Fig. 1: metal 3
Drawn at 8 px/µm.
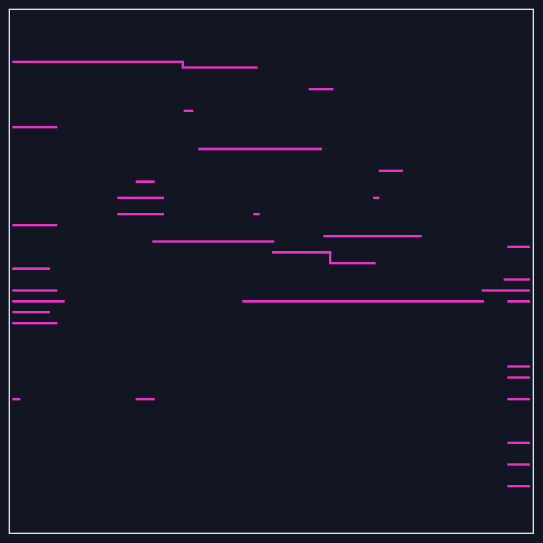
Fig. 2: sequential cells grouped by signal name
Drawn at 6 px/µm. Other sequential cells in the stronger grey, the rest of the logic in the fainter grey.
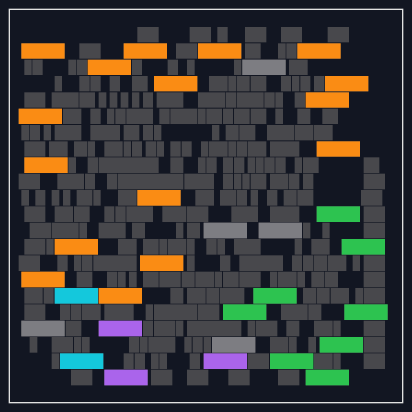
===== config.mk =====
export PLATFORM = sky130hd
export DESIGN_NAME = cntr_dir_decoder
export DESIGN_NICKNAME = d
export VERILOG_FILES = /design/src/rtl/cntr_pkg.sv /design/src/rtl/cntr_delta_cls.sv /design/src/rtl/cntr_dir_decoder.sv
export SDC_FILE = /design/constraint.sdc
export NUM_CORES = 1
export LEC_CHECK = 0
export CORE_MARGIN = 1
export CORE_UTILIZATION = 53
export CTS_CLUSTER_DIAMETER = 60
export DETAILED_ROUTE_END_ITERATION = 8
export PLACE_DENSITY = 0.8
export SETUP_SLACK_MARGIN = 0.5
export SYNTH_ARGS = -nofsm -noshare
export SYNTH_HDL_FRONTEND = slang
export SYNTH_SLANG_ARGS = --single-unit
export TNS_END_PERCENT = 20

===== constraint.sdc =====
create_clock -name clk -period 4.9 [get_ports clk]
set_clock_uncertainty 0.15 [all_clocks]
set_input_delay 0.735 -clock clk [delete_from_list [all_inputs] [get_ports clk]]
set_output_delay 0.735 -clock clk [all_outputs]
set_load 0.05 [all_outputs]

===== src/rtl/cntr_pkg.sv =====
// Shared definitions for the up/down counters and their observers.
// Direction encoding must match the counters' up_down input.
package cntr_pkg;

  localparam int CNTR_WIDTH_DEF = 3;

  localparam logic DIR_UP = 1'b0;
  localparam logic DIR_DN = 1'b1;

  typedef enum logic [1:0] {
    ST_INIT  = 2'd0,
    ST_TRACK = 2'd1,
    ST_ERR   = 2'd2
  } dir_state_t;

endpackage


===== src/rtl/cntr_delta_cls.sv =====
// Combinational step classifier: compares two successive count samples
// modulo 2^WIDTH, so counter wrap counts as an ordinary +/-1 step.
module cntr_delta_cls
  import cntr_pkg::*;
#(
  parameter int WIDTH = CNTR_WIDTH_DEF
) (
  input  logic [WIDTH-1:0] cur,
  input  logic [WIDTH-1:0] prev,
  output logic             is_up,
  output logic             is_dn,
  output logic             is_hold,
  output logic             is_jump
);

  logic [WIDTH-1:0] delta;

  assign delta   = cur - prev;
  assign is_up   = (delta == WIDTH'(1));
  assign is_dn   = (delta == '1);
  assign is_hold = (delta == '0);
  assign is_jump = ~(is_up | is_dn | is_hold);

endmodule


===== src/rtl/cntr_dir_decoder.sv =====
// Recovers direction, net position and reversal count from an observed
// up/down counter bus; flags and latches illegal jumps.
//
// state    | meaning
// ST_INIT  | seed prev from the current sample, no step/hold
// ST_TRACK | classify each sample against prev and update outputs
// ST_ERR   | illegal jump seen; outputs frozen until err_clr
module cntr_dir_decoder
  import cntr_pkg::*;
#(
  parameter int WIDTH = CNTR_WIDTH_DEF,
  parameter int POS_W = 16,
  parameter int REV_W = 8
) (
  input  logic                    clk,
  input  logic                    reset,
  input  logic [WIDTH-1:0]        bin_count,
  input  logic                    err_clr,
  output logic                    up_down,
  output logic                    step,
  output logic                    hold,
  output logic                    jump_err,
  output logic signed [POS_W-1:0] position,
  output logic [REV_W-1:0]        rev_count
);

  dir_state_t       state;
  logic [WIDTH-1:0] prev;
  logic             have_dir;
  logic             is_up, is_dn, is_hold, is_jump;
  logic             new_dir;

  cntr_delta_cls #(.WIDTH(WIDTH)) u_cls (
    .cur     (bin_count),
    .prev    (prev),
    .is_up   (is_up),
    .is_dn   (is_dn),
    .is_hold (is_hold),
    .is_jump (is_jump)
  );

  assign new_dir = is_dn ? DIR_DN : DIR_UP;

  always_ff @(posedge clk) begin
    if (reset) begin
      state     <= ST_INIT;
      prev      <= '0;
      have_dir  <= 1'b0;
      up_down   <= DIR_UP;
      step      <= 1'b0;
      hold      <= 1'b0;
      jump_err  <= 1'b0;
      position  <= '0;
      rev_count <= '0;
    end else begin
      step <= 1'b0;
      hold <= 1'b0;
      case (state)
        ST_INIT: begin
          prev  <= bin_count;
          state <= ST_TRACK;
        end
        ST_TRACK: begin
          prev <= bin_count;
          if (is_up || is_dn) begin
            step     <= 1'b1;
            up_down  <= new_dir;
            have_dir <= 1'b1;
            position <= is_dn ? position - POS_W'(1) : position + POS_W'(1);
            // the very first step only establishes a direction
            if (have_dir && (new_dir != up_down) && (rev_count != '1))
              rev_count <= rev_count + REV_W'(1);
          end else if (is_hold) begin
            hold <= 1'b1;
          end else if (is_jump) begin
            jump_err <= 1'b1;
            state    <= ST_ERR;
          end
        end
        ST_ERR: begin
          prev <= bin_count;
          if (err_clr) begin
            jump_err <= 1'b0;
            state    <= ST_INIT;
          end
        end
        default: state <= ST_INIT;
      endcase
    end
  end

endmodule


==> flow_metrics.tcl <==
# flow metrics
set metrics [dict create \
    wl_met3_um 204 \
    top_usage_layer "met2" \
    synthAdderAreaFrac_pct 11.3 \
    p_leak_nw 1.03 \
    met1_length_mm 2.24 \
    r2r_slack_ns 1.31 \
    yosys_area_mm2 0.00212 \
    row_count 22 \
    crit_family "adder cells" \
    die_h_um 65.3 \
    hp-start "position[11]" \
    postCtsHoldBufs 0 \
    period_used_pct 85.1 \
    postRouteAntennaNets 0 \
    use_met1_pct 29.1 \
    clk_latency_ns 0.29 \
    top_layer_used "met4" \
    gr-usage-all-layers_pct 23.0 \
    setup_tns_ns 0 \
    largest_area_cell "dfxtp_1" \
    comb_power_share_pct 25.4 \
    clock-root-buffer "clkbuf_8" \
    cts_buffers 5 \
    antenna_found_initial 0 \
    drc_errors 0 \
    post_cts_buffers 0 \
    syn_nets 286 \
    drive_above_1_share_pct 5.72 \
    nNetsFinal 320 \
    timing.rr.end "position[15]" \
    slew_headroom_pct 62.7 \
    whs_path_depth 2 \
    seq_cells 34 \
    lay_top_cells "34 x dfxtp_1, 33 x nand2_1, 33 x clkdlybuf4s50_1" \
    htreeDepth 2 \
    status "finished, final reports clean" \
    gp_congestion 0.910 \
    post-place-cells 337 \
    dp_slack_ns 0.388 \
    synth_area_mm2 0.00212 \
    endpoint_kind "register" \
    hold-path-endpoint "position[11]" \
    crit_type "in -> reg" \
    path_max_fanout 18 \
    post-route-cell-area_mm2 0.00262 \
    mi_logic_area_mm2 0.00138 \
    start_kind "input pin" \
    r2r-start "prev[0]" \
    numPortBuffers 33 \
    setup_violations 0 \
    layout_setup_ws_ns 0.732 \
    regMostFlops "position" \
    core_mm2 0.00374 \
    grt_pass1_vias 1823 \
    p_switching_uw 248 \
    hold_viol 0 \
    switching_share_pct 32.6 \
    cts.sinks 34 \
    dpl_cell_area_mm2 0.00250 \
    ys_sh_aoi_pct 20.7 \
    p_comb_uw 193 \
    hpwlAfterDp_mm 3.16 \
    max-cap-violations 0 \
    comb_cells 207 \
    grt_max_degree 36 \
    critPathLaunch "bin_count[0]" \
    clock_buffers 5 \
    drt_iter0_markers 151 \
]
About Fig. 1:
longest straight run: 29.9 µm
nets with wire on the layer: 28
wire length on this layer: 205 µm
share of all routed wire: 4.5%
main direction: horizontal
DR vias: 1,945
WL final: 4.59 mm
M3 GR Usage: 4.69%

About Fig. 2:
| colour | netlist name | sequential cells |
|---|---|---|
| purple | `prev` | 3 |
| cyan | `state` | 2 |
| green | `rev_count` | 8 |
| orange | `position` | 16 |
not coloured: 5
flop share of the area: 26.0%
register area: 681 µm²
fin util: 70.1%
Flop+latch power: 308 µW

No activity file was given, so power comes from the tool's default toggle rates.
